[config.mk]
export PLATFORM = sky130hd
export DESIGN_NAME = prng_multi_flat
export DESIGN_NICKNAME = d
export VERILOG_FILES = /design/src/rtl/prng_multi_if.sv /design/src/rtl/prng_multi.sv /design/src/flat_wrapper.sv
export SDC_FILE = /design/constraint.sdc
export NUM_CORES = 1
export LEC_CHECK = 0
export ABC_AREA = 1
export ABC_CLOCK_PERIOD_IN_PS = 1550
export CAP_MARGIN = 25
export CORE_AREA = 2 2 97 99
export CTS_BUF_LIST = sky130_fd_sc_hd__clkbuf_4 sky130_fd_sc_hd__clkbuf_8
export DETAILED_ROUTE_END_ITERATION = 10
export DIE_AREA = 0 0 99 101
export PLACE_DENSITY_LB_ADDON = 0.08
export SLEW_MARGIN = 10
export SYNTH_ARGS = -nofsm -noshare
export SYNTH_HDL_FRONTEND = slang
export SYNTH_SLANG_ARGS = --single-unit
[constraint.sdc]
create_clock -name clk -period 1.55 [get_ports clk]
set_input_delay 0.31 -clock clk [delete_from_list [all_inputs] [get_ports clk]]
set_output_delay 0.31 -clock clk [all_outputs]
set_load 0.05 [all_outputs]
[src/rtl/prng_multi_if.sv]
// Stream and reseed bundle between the multi-channel PRNG and its consumers.
// master: the PRNG block; slave: the consumer/reseed controller.
interface prng_multi_if #(
    parameter int NUM_CHANNELS = 4,
    parameter int STATE_BITS   = 16,
    parameter int OUTPUT_BITS  = 2
);
    localparam int CHAN_W = (NUM_CHANNELS > 1) ? $clog2(NUM_CHANNELS) : 1;

    logic [NUM_CHANNELS-1:0]             entropy;
    logic                                out_valid;
    logic                                out_ready;
    logic [NUM_CHANNELS*OUTPUT_BITS-1:0] random;
    logic                                seed_valid;
    logic                                seed_ready;
    logic [CHAN_W-1:0]                   seed_chan;
    logic [STATE_BITS-1:0]               seed_data;
    logic                                warming;
    logic                                lockup;

    modport master (
        input  entropy, out_ready, seed_valid, seed_chan, seed_data,
        output out_valid, random, seed_ready, warming, lockup
    );

    modport slave (
        output entropy, out_ready, seed_valid, seed_chan, seed_data,
        input  out_valid, random, seed_ready, warming, lockup
    );
endinterface

[src/rtl/prng_multi.sv]
// Multi-channel XNOR Fibonacci LFSR source with a valid/ready word stream,
// runtime reseeding followed by a warm-up, entropy injection and lock-up guard.
module prng_multi #(
    parameter int                    NUM_CHANNELS = 4,
    parameter int                    STATE_BITS   = 16,
    parameter logic [STATE_BITS-1:0] POLYNOMIAL   = 16'hD008,
    parameter logic [STATE_BITS-1:0] STATE_INIT   = '0,
    parameter int                    OUTPUT_BITS  = 2,
    parameter int                    WARM_CYCLES  = 16
) (
    input  logic           clk,
    input  logic           rst_n,
    prng_multi_if.master   bus
);
    localparam int CHAN_W = (NUM_CHANNELS > 1) ? $clog2(NUM_CHANNELS) : 1;
    localparam int CNT_W  = $clog2(WARM_CYCLES + 1);

    typedef enum logic {
        WARM,
        RUN
    } fsm_t;

    fsm_t                  fsm_q;
    logic [CNT_W-1:0]      warm_cnt_q;
    logic [STATE_BITS-1:0] chan_q   [NUM_CHANNELS];
    logic [STATE_BITS-1:0] raw_next [NUM_CHANNELS];
    logic [STATE_BITS-1:0] chan_d   [NUM_CHANNELS];
    logic [NUM_CHANNELS-1:0] load_en;
    logic [NUM_CHANNELS-1:0] guard_hit;
    logic [NUM_CHANNELS*OUTPUT_BITS-1:0] random_w;
    logic                  out_valid_q;
    logic                  seed_ready_q;
    logic                  warming_q;
    logic                  lockup_q;
    logic                  fire;
    logic                  seed_hit;

    function automatic logic [STATE_BITS-1:0] lfsr_step(input logic [STATE_BITS-1:0] s,
                                                        input logic e);
        logic fb;
        fb = (^(s & POLYNOMIAL)) ^ e;
        return {s[STATE_BITS-2:0], ~fb};
    endfunction

    // Entropy only perturbs the first of the chained steps in a word.
    function automatic logic [STATE_BITS-1:0] advance(input logic [STATE_BITS-1:0] s,
                                                      input logic e);
        logic [STATE_BITS-1:0] t;
        t = s;
        for (int k = 0; k < OUTPUT_BITS; k++) begin
            t = lfsr_step(t, (k == 0) ? e : 1'b0);
        end
        return t;
    endfunction

    // All-ones is the XNOR LFSR's stuck state; knock bit0 low to escape it.
    function automatic logic [STATE_BITS-1:0] lockup_guard(input logic [STATE_BITS-1:0] s);
        return (&s) ? {{(STATE_BITS-1){1'b1}}, 1'b0} : s;
    endfunction

    always_comb begin
        fire     = (fsm_q == RUN) && bus.out_ready;
        seed_hit = (fsm_q == RUN) && bus.seed_valid && (int'(bus.seed_chan) < NUM_CHANNELS);
    end

    always_comb begin
        for (int c = 0; c < NUM_CHANNELS; c++) begin
            raw_next[c] = chan_q[c];
            load_en[c]  = 1'b0;
            if (fsm_q == WARM) begin
                raw_next[c] = advance(chan_q[c], 1'b0);
                load_en[c]  = 1'b1;
            end else begin
                if (fire) begin
                    raw_next[c] = advance(chan_q[c], bus.entropy[c]);
                    load_en[c]  = 1'b1;
                end
                if (seed_hit && (bus.seed_chan == CHAN_W'(c))) begin
                    raw_next[c] = bus.seed_data;
                    load_en[c]  = 1'b1;
                end
            end
            guard_hit[c] = load_en[c] && (&raw_next[c]);
            chan_d[c]    = lockup_guard(raw_next[c]);
        end
    end

    // The MSB before each chained step is simply the next-lower state bit,
    // so the word is the top OUTPUT_BITS of the registered state.
    always_comb begin
        random_w = '0;
        for (int c = 0; c < NUM_CHANNELS; c++) begin
            random_w[c*OUTPUT_BITS +: OUTPUT_BITS] = chan_q[c][STATE_BITS-1 -: OUTPUT_BITS];
        end
    end

    always_ff @(posedge clk) begin
        if (!rst_n) begin
            for (int c = 0; c < NUM_CHANNELS; c++) begin
                chan_q[c] <= STATE_INIT ^ STATE_BITS'(c);
            end
            fsm_q        <= WARM;
            warm_cnt_q   <= CNT_W'(WARM_CYCLES);
            out_valid_q  <= 1'b0;
            seed_ready_q <= 1'b0;
            warming_q    <= 1'b1;
            lockup_q     <= 1'b0;
        end else begin
            for (int c = 0; c < NUM_CHANNELS; c++) begin
                chan_q[c] <= chan_d[c];
            end
            lockup_q <= |guard_hit;
            case (fsm_q)
                WARM: begin
                    if (warm_cnt_q == CNT_W'(1)) begin
                        fsm_q        <= RUN;
                        out_valid_q  <= 1'b1;
                        seed_ready_q <= 1'b1;
                        warming_q    <= 1'b0;
                    end else begin
                        warm_cnt_q <= warm_cnt_q - CNT_W'(1);
                    end
                end
                RUN: begin
                    if (seed_hit) begin
                        fsm_q        <= WARM;
                        warm_cnt_q   <= CNT_W'(WARM_CYCLES);
                        out_valid_q  <= 1'b0;
                        seed_ready_q <= 1'b0;
                        warming_q    <= 1'b1;
                    end
                end
                default: fsm_q <= WARM;
            endcase
        end
    end

    assign bus.out_valid  = out_valid_q;
    assign bus.seed_ready = seed_ready_q;
    assign bus.warming    = warming_q;
    assign bus.lockup     = lockup_q;
    assign bus.random     = random_w;
endmodule
[src/flat_wrapper.sv]
// flat-port wrapper written by rule: the top's interface ports become plain ports
module prng_multi_flat 
#(
    parameter int                    NUM_CHANNELS = 4,
    parameter int                    STATE_BITS   = 16,
    parameter logic [STATE_BITS-1:0] POLYNOMIAL   = 16'hD008,
    parameter logic [STATE_BITS-1:0] STATE_INIT   = '0,
    parameter int                    OUTPUT_BITS  = 2,
    parameter int                    WARM_CYCLES  = 16
)
  (clk, rst_n, bus_entropy, bus_out_ready, bus_seed_valid, bus_seed_chan, bus_seed_data, bus_out_valid, bus_random, bus_seed_ready, bus_warming, bus_lockup);
  prng_multi_if #(.NUM_CHANNELS(NUM_CHANNELS), .STATE_BITS(STATE_BITS), .OUTPUT_BITS(OUTPUT_BITS)) bus_i ();
  input  logic clk;
  input  logic rst_n;
  input wire logic [$bits(bus_i.entropy)-1:0] bus_entropy;
  input wire logic [$bits(bus_i.out_ready)-1:0] bus_out_ready;
  input wire logic [$bits(bus_i.seed_valid)-1:0] bus_seed_valid;
  input wire logic [$bits(bus_i.seed_chan)-1:0] bus_seed_chan;
  input wire logic [$bits(bus_i.seed_data)-1:0] bus_seed_data;
  output wire logic [$bits(bus_i.out_valid)-1:0] bus_out_valid;
  output wire logic [$bits(bus_i.random)-1:0] bus_random;
  output wire logic [$bits(bus_i.seed_ready)-1:0] bus_seed_ready;
  output wire logic [$bits(bus_i.warming)-1:0] bus_warming;
  output wire logic [$bits(bus_i.lockup)-1:0] bus_lockup;
  assign bus_i.entropy = bus_entropy;
  assign bus_i.out_ready = bus_out_ready;
  assign bus_i.seed_valid = bus_seed_valid;
  assign bus_i.seed_chan = bus_seed_chan;
  assign bus_i.seed_data = bus_seed_data;
  assign bus_out_valid = bus_i.out_valid;
  assign bus_random = bus_i.random;
  assign bus_seed_ready = bus_i.seed_ready;
  assign bus_warming = bus_i.warming;
  assign bus_lockup = bus_i.lockup;
  prng_multi #(.NUM_CHANNELS(NUM_CHANNELS), .STATE_BITS(STATE_BITS), .POLYNOMIAL(POLYNOMIAL), .STATE_INIT(STATE_INIT), .OUTPUT_BITS(OUTPUT_BITS), .WARM_CYCLES(WARM_CYCLES)) u_core (.clk(clk), .rst_n(rst_n), .bus(bus_i));
endmodule
run_1/m1.png
The bar under the picture is 20 um long.
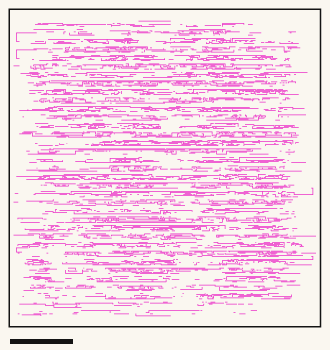
948 nets have wire on it. The layer carries 6730 um of wire.

run_1/clock_nets.png
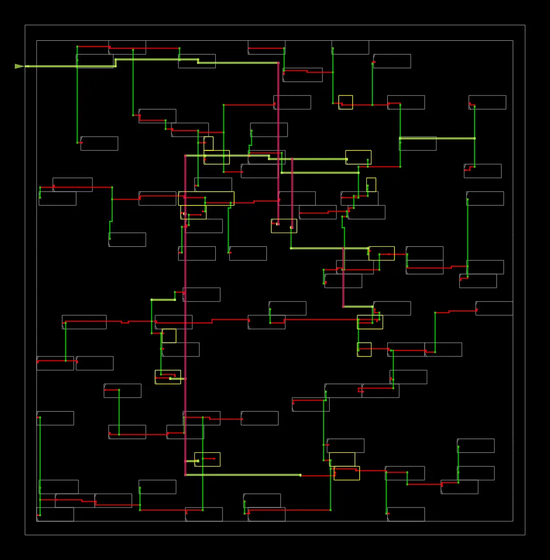
Setup Skew: 0.0161 ns
seq_cells: 73
Power Clock: 1.60 mW
Late-Pin Clk Latency: 0.37 ns
TritonCTS Buffers: 9

run_1/pinout.png
The bar under the picture is 20 um long. Pins as bars across the die edge, other pins in gray.
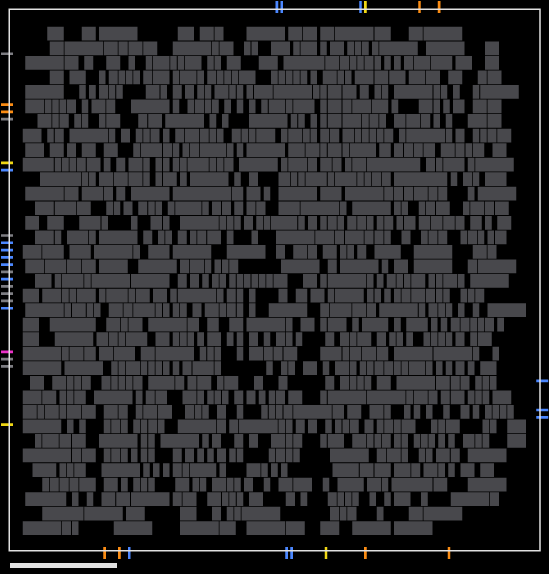
`bus_seed_data`: drawn in blue, pins 16, direction input, edge 7 left, 3 top, 3 right, 3 bottom. `bus_entropy`: drawn in yellow, pins 4, direction input, edge 2 left, 1 top, 1 bottom. `bus_random`: drawn in orange, pins 8, direction output, edge 4 bottom, 2 top, 2 left. `bus_warming`: drawn in magenta, pins 1, direction output, edge left.
All pins by edge: 21 left, 8 bottom, 6 top, 3 right.

==> impl_metrics.py, run 1 <==
# Physical implementation metrics
metrics = {
    "status": {
        "violations": "setup timing",
        "status": "finished, violations left",
    },
    "cts": {
        "cts_root_buffer": "clkbuf_8",
        "cts_sinks": 73,
        "holdBufCountCts": 0,
        "cts_tree": "yes",
        "clkTransAtPathRegs_ns": 0.08,
    },
    "job": {
        "drv_cap": 0,
    },
    "floorplanning": {
        "die_y_um": 101,
        "core.rowCount": 35,
        "die_x_um": 99,
        "fp_util_pct": 53.0,
        "io_pins": 38,
    },
    "logic_synthesis": {
        "postSynthCellCount": 822,
        "ys_ff": 73,
        "fp_nets": 850,
        "ys_types": 28,
        "yosysWarningCount": 0,
        "ys.flop_type": "dfxtp_1",
        "synthesis.area_mm2": 0.00476,
    },
    "final_timing": {
        "setup_ws_ns": -0.377,
        "final-hold-violation-count": 0,
        "final.period_utilization_pct": 124,
        "finalSetupViolations": 10,
        "whs_ns": 0.489,
    },
    "grt": {
        "grt_max_degree": 33,
        "grt_most_used_layer": "met2",
        "met1_usage_pct": 43.5,
        "grt_pass1_wl_um": 26900,
        "track_usage_pct": 33.8,
    },
    "hold_path": {
        "hold_depth": 2,
        "holdPathEnd": "u_core.bus.warming$_SDFFE_PN1P_",
    },
    "pwr": {
        "p_per_area_mw_per_mm2": 818,
        "ir_drop_uv": 793,
    },
    "setup_path": {
        "arrival_ns": 2.23,
        "startpoint_type": "flop",
        "cp-end-kind": "flop",
        "endpoint": "u_core.bus.lockup$_SDFF_PN0_",
        "cp.required_ns": 1.85,
        "reg2reg_to": "u_core.bus.lockup$_SDFF_PN0_",
        "r2r_slack_ns": -0.38,
        "crit_start": "u_core.fsm_q$_SDFF_PN0_",
    },
    "routing": {
        "drc_errors": 0,
        "wl_met2_um": 7840,
        "met1_length_um": 6730,
        "wire_per_inst_um": 15.5,
        "routed.top_layer": "met4",
        "firstDrtPassIters": 5,
        "drt_iter0_markers": 550,
        "drt-vias-per-instance": 5.47,
        "wirelength_um": 17000,
        "via_count": 5997,
    },
    "layout": {
        "antenna_cells": 0,
        "syn_to_final_growth_pct": 45.8,
        "fin_util_pct": 77.3,
        "drive_above_1_share_pct": 26.6,
    },
    "placement": {
        "place_area_mm2": 0.00617,
        "place.gp.congestion": 0.932,
        "port_buffers": 37,
        "place_inst": 1050,
    },
}
==> run 1: report_power, final <==
| part | switching [mW] | internal (mW) | leakage (nW) | total (mW) |
|---|---|---|---|---|
| Combinational | 1.03 | 0.837 | 2.83 | 1.86 |
| Sequential | 0.151 | 2.06 | 0.600 | 2.21 |
| Clock | 0.801 | 0.801 | 0.0987 | 1.60 |
==> run 1: worst max-delay path, stage by stage (launching register included) <==
cell and delay, ns:
dfxtp_4 0.38, nand2_4 0.09, inv_8 0.05, nand2_8 0.11, inv_8 0.04, nor2_4 0.14, buf_6 0.15, nand2_2 0.06
nand2_1 0.06, nand2_1 0.06, nor2_2 0.11, nand3_1 0.10, nor2_2 0.15, nand3_2 0.11, nand2_1 0.09, nor2_1 0.04
nor2_1 0.08
==> run 1: sequential cells by signal, summed over array words and instances (netlist names) <==
| register | flops |
|---|---|
| u_core.bus.lockup | 1 |
| u_core.bus.out_valid | 1 |
| u_core.bus.warming | 1 |
| u_core.chan_q | 64 |
| u_core.fsm_q | 1 |
| u_core.warm_cnt_q | 5 |
==> run 1: synth_stat cells (all sizes together) (2+ instances only) <==
master | instances | area share [%]
ha | 2 | 0.53
xor2 | 8 | 1.5
o211ai | 5 | 0.79
nand3 | 99 | 10
and3 | 3 | 0.39
inv | 88 | 6.9
or2 | 2 | 0.26
buf | 30 | 3.8
dfxtp | 73 | 31
xnor2 | 10 | 1.8
nand3b | 2 | 0.32
clkbuf | 16 | 1.3
nor3 | 2 | 0.21
a21oi | 65 | 6.8
o21ai | 29 | 3.0
nand2 | 325 | 26
nor2 | 59 | 4.9
==> run 1: area by class of cell <==
cell class / instances / area, um^2
Multi-Input combinational cell: 615 / 2980
Fill cell: 685 / 2040
Timing Repair Buffer: 193 / 1810
Sequential cell: 73 / 1470
Inverter: 88 / 345
Clock buffer: 11 / 145
Tap cell: 111 / 139
Clock inverter: 5 / 55.1
==> run 1: placed cells by master, fill, tap and decap left out, drive strengths merged, types with 2 or more instances in the layout <==
| cell type | synthesis | routed |
|---|---|---|
| dfxtp | 73 | 73 |
| ha | 2 | 2 |
| nand2 | 325 | 325 |
| and3 | 3 | 3 |
| buf | 30 | 168 |
| xnor2 | 10 | 10 |
| a21oi | 65 | 65 |
| clkdlybuf4s50 | 0 | 21 |
| dlygate4sd2 | 0 | 4 |
| xor2 | 8 | 8 |
| or2 | 2 | 2 |
| clkbuf | 16 | 11 |
| nor3 | 2 | 2 |
| nand3 | 99 | 99 |
| inv | 88 | 88 |
| clkinv | 0 | 2 |
| nand3b | 2 | 2 |
| o211ai | 5 | 5 |
| o21ai | 29 | 29 |
| clkinvlp | 0 | 2 |
| nor2 | 59 | 59 |
==> run 1: cells by family (layout without fill, tap and decap cells) <==
family / count (synthesis) / count (layout) / synth area share, %
adders and majority gates: 2 / 2 / 0.525
xor gates and xnor gates: 18 / 18 / 3.31
AOI/OAI and AO/OA: 102 / 102 / 11.1
and+or+nand+nor: 493 / 493 / 42.4
buffers and inverters: 134 / 297 / 12.0
DFF: 73 / 73 / 30.7
==> run 1: what timing repair did <==
action	4_1_cts	5_1_grt
cloned	6	1
endpoints found under the setup margin	12	16
buffers inserted	17	8
pin swaps	17	22
resized	73	45
run_1/ff_map.png
The bar under the picture is 20 um long. Other sequential cells in the stronger gray, the rest of the logic in the fainter gray.
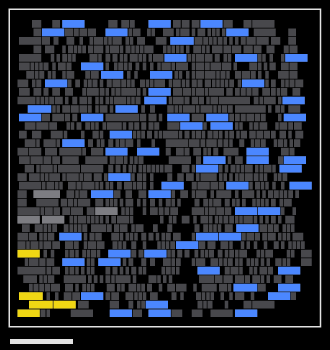

==> run 2, diff against run 1 <==
--- a/config.mk
+++ b/config.mk
@@ -6,14 +6,13 @@
 export NUM_CORES = 1
 export LEC_CHECK = 0
 export ABC_AREA = 1
-export ABC_CLOCK_PERIOD_IN_PS = 1550
+export ABC_CLOCK_PERIOD_IN_PS = 1710
 export CAP_MARGIN = 25
-export CORE_AREA = 2 2 97 99
+export CORE_AREA = 2 2 98 100
 export CTS_BUF_LIST = sky130_fd_sc_hd__clkbuf_4 sky130_fd_sc_hd__clkbuf_8
 export DETAILED_ROUTE_END_ITERATION = 10
-export DIE_AREA = 0 0 99 101
+export DIE_AREA = 0 0 100 102
 export PLACE_DENSITY_LB_ADDON = 0.08
-export SLEW_MARGIN = 10
 export SYNTH_ARGS = -nofsm -noshare
 export SYNTH_HDL_FRONTEND = slang
 export SYNTH_SLANG_ARGS = --single-unit
==> constraint.sdc (replaced) <==
create_clock -name clk -period 1.71 [get_ports clk]
set_input_delay 0.342 -clock clk [delete_from_list [all_inputs] [get_ports clk]]
set_output_delay 0.342 -clock clk [all_outputs]
set_load 0.05 [all_outputs]
run_2/ff_map.png
The bar under the picture is 20 um long. Other sequential cells in the stronger gray, the rest of the logic in the fainter gray.
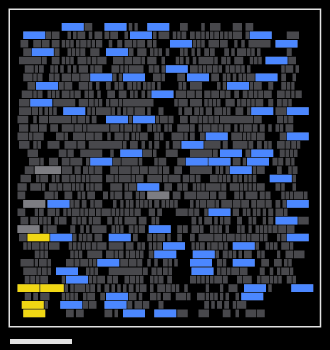
`u_core.chan_q`: drawn in blue, sequential cells 64, where all over the die. `u_core.warm_cnt_q`: drawn in yellow, sequential cells 5, where lower left.
Another 4 sequential cells are not colored.

==> run 2 against run 1 <==
The flow still finishes with violations (setup timing). Cell count shrank 0.82%. Largest cell class unchanged. Sequential power shrank 9.5%. Setup slack gained 0.11 ns. Register-to-register slack gained 0.11 ns. Critical path depth grew 1. Highest routed layer unchanged. Synthesized cell count is the same. Sequential share of layout area grew 0.50 points. Clock power grew 8%. First-iteration DRC count grew 6.7%. Total power shrank 6.0%. Non-clock buffer count shrank 9.
==> impl_metrics.py, run 2 <==
# Physical implementation metrics
metrics = {
    "pwr": {
        "p_int_mw": 3.59,
        "clkPwrFrac_pct": 32.5,
        "p_sw_share_pct": 32.8,
        "seqPwrFrac_pct": 37.4,
        "switching_power_mw": 1.75,
    },
    "setup_path": {
        "cp.required_ns": 2.01,
        "cp-end-kind": "flop",
        "startpoint_type": "flop",
    },
    "final_timing": {
        "setup_ws_ns": -0.266,
        "clock_skew_ns": 0.00965,
        "finalSetupViolations": 6,
        "whs_ns": 0.473,
        "final-hold-violation-count": 0,
        "final.period_utilization_pct": 116,
    },
    "placement": {
        "place.gp.congestion": 0.891,
        "place_area_mm2": 0.00604,
    },
    "logic_synthesis": {
        "synthTopCellsByCount": "nand2_1 (323), nand3_1 (99), inv_1 (83), dfxtp_1 (73), a21oi_1 (65)",
        "yosysWarningCount": 0,
        "most_common_cell": "nand2_1",
        "postSynthCellCount": 822,
        "synthesis.area_mm2": 0.00476,
        "fp_nets": 850,
        "ys_types": 28,
        "yosys.area.top_type_share_pct": 30.7,
        "yosys.area.top_type": "dfxtp_1",
    },
    "cts": {
        "cts_tree": "yes",
        "cts_root_buffer": "clkbuf_8",
        "clkTransAtPathRegs_ns": 0.08,
        "cts_made_buffers": 9,
        "cts_buffer_depth": 2,
        "holdBufCountCts": 0,
    },
    "status": {
        "status": "finished, violations left",
        "violations": "setup timing",
    },
    "layout": {
        "drive_above_1_share_pct": 25.3,
        "syn_to_final_growth_pct": 41.9,
        "nFillCells": 724,
        "top_regs": "u_core.chan_q: 64 flops, u_core.warm_cnt_q: 5 flops",
        "largest_reg_flops": 64,
        "lay_top_cells": "nand2_1 (302), buf_4 (140), nand3_1 (92)",
        "comb_area_mm2": 0.00297,
        "antenna_cells": 0,
        "top_register": "u_core.chan_q",
        "final-seq-area_mm2": 0.00147,
    },
    "job": {
        "drv_cap": 0,
    },
    "routing": {
        "drt-vias-per-instance": 5.47,
        "wirelength_um": 16800,
        "firstDrtPassIters": 7,
        "wire_per_inst_um": 15.5,
    },
    "floorplanning": {
        "fp_util_pct": 52.3,
        "core.rowCount": 35,
    },
    "grt": {
        "grt_max_degree": 39,
    },
}
run_2/pinout.png
The bar under the picture is 20 um long. Pins as bars across the die edge, other pins in gray.
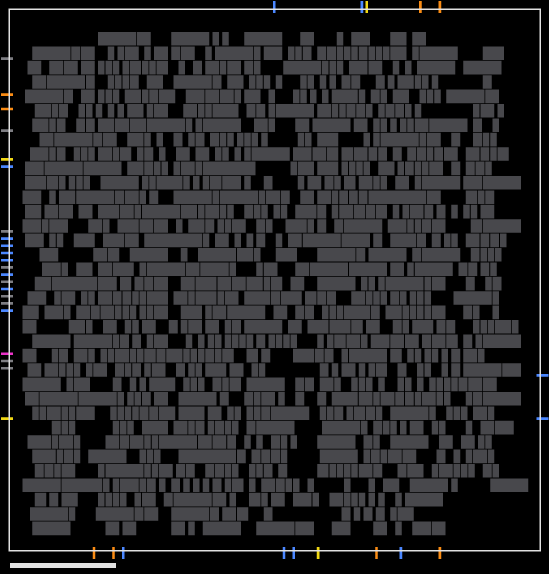
die width: 100 um
PortBufs: 37

[run 2: path summary, 6_finish.rpt]
path	startpoint	to	slack, ns	cells after the start
max	u_core.fsm_q$_SDFF_PN0_	u_core.bus.lockup$_SDFF_PN0_	-0.27	17
min	u_core.bus.warming$_SDFFE_PN1P_	u_core.bus.warming$_SDFFE_PN1P_	0.47	2
max reg2reg	u_core.fsm_q$_SDFF_PN0_	u_core.bus.lockup$_SDFF_PN0_	-0.27	17
min reg2reg	u_core.bus.warming$_SDFFE_PN1P_	u_core.bus.warming$_SDFFE_PN1P_	0.47	2
[run 2: layout make-up]
class | count | area share (%)
multi-input combinational | 615 | 44.0
sequential | 73 | 21.7
clock buffer | 11 | 2.15
timing repair buffer | 184 | 23.6
inverter | 88 | 5.00
clock inverter | 5 | 1.52
tap | 111 | 2.05
[run 2: kinds of logic (layout without fill, tap and decap cells)]
family | count (synthesis) | count (layout) | share of synthesized area [%]
and+or+nand+nor | 493 | 493 | 42.4
buffers and inverters | 134 | 288 | 12.0
AOI/OAI and AO/OA | 102 | 102 | 11.1
DFF | 73 | 73 | 30.7
xor gates and xnor gates | 18 | 18 | 3.31
adders and majority gates | 2 | 2 | 0.525
[run 2: power by group through the flow]
stage | Sequential (mW) | Combinational (mW) | Clock, mW
final | 2.00 | 1.61 | 1.73
after CTS | 1.98 | 1.51 | 1.74
after global placement | 2.02 | 1.39 | 0
after floorplan | 2.01 | 0.834 | 0
after global routing | 2.01 | 1.76 | 1.80
after detailed placement | 2.02 | 1.42 | 0
[run 2: metal layers]
layer  global-route usage [%]  part of all wire (%)
met5                        0                     0
met4                     15.0                   3.3
met3                     5.06                   9.1
met2                     54.7                    46
met1                     42.7                    41
[run 2: metrics by stage]
stage	instances	worst slack [ns]	TNS [ns]	util, %	power [mW]
after floorplan	822	0.0149	0	-	2.84
after global placement	1051	-0.693	-12.09	66.3	3.41
after detailed placement	1051	-0.728	-14.77	66.3	3.44
after CTS	1083	-0.178	-0.719	72.3	5.23
after global routing	1087	-0.401	-1.86	74.2	5.57
final	1087	-0.266	-1.08	74.2	5.34
[run 2: worst max-delay path, stage by stage (launching register included)]
cell	delay [ns]
dfxtp_4	0.39
nand2_4	0.07
inv_6	0.08
buf_6	0.10
nand2_4	0.06
buf_12	0.15
buf_8	0.13
nand2_4	0.06
nand3_2	0.07
nand2_2	0.11
nand2_2	0.06
nor2_2	0.09
nand2_1	0.09
nor2_2	0.14
nand3_2	0.09
nand2_1	0.08
nor2_1	0.04
nor2_1	0.09
[run 2: repair_timing]
item | CTS | global route
pin swaps | 27 | 35
setup buffers | 14 | 4
gates resized | 60 | 51
endpoints found under the setup margin | 7 | 13
gates cloned | 3 | 0
No activity file was given, so power comes from the tool's default toggle rates.
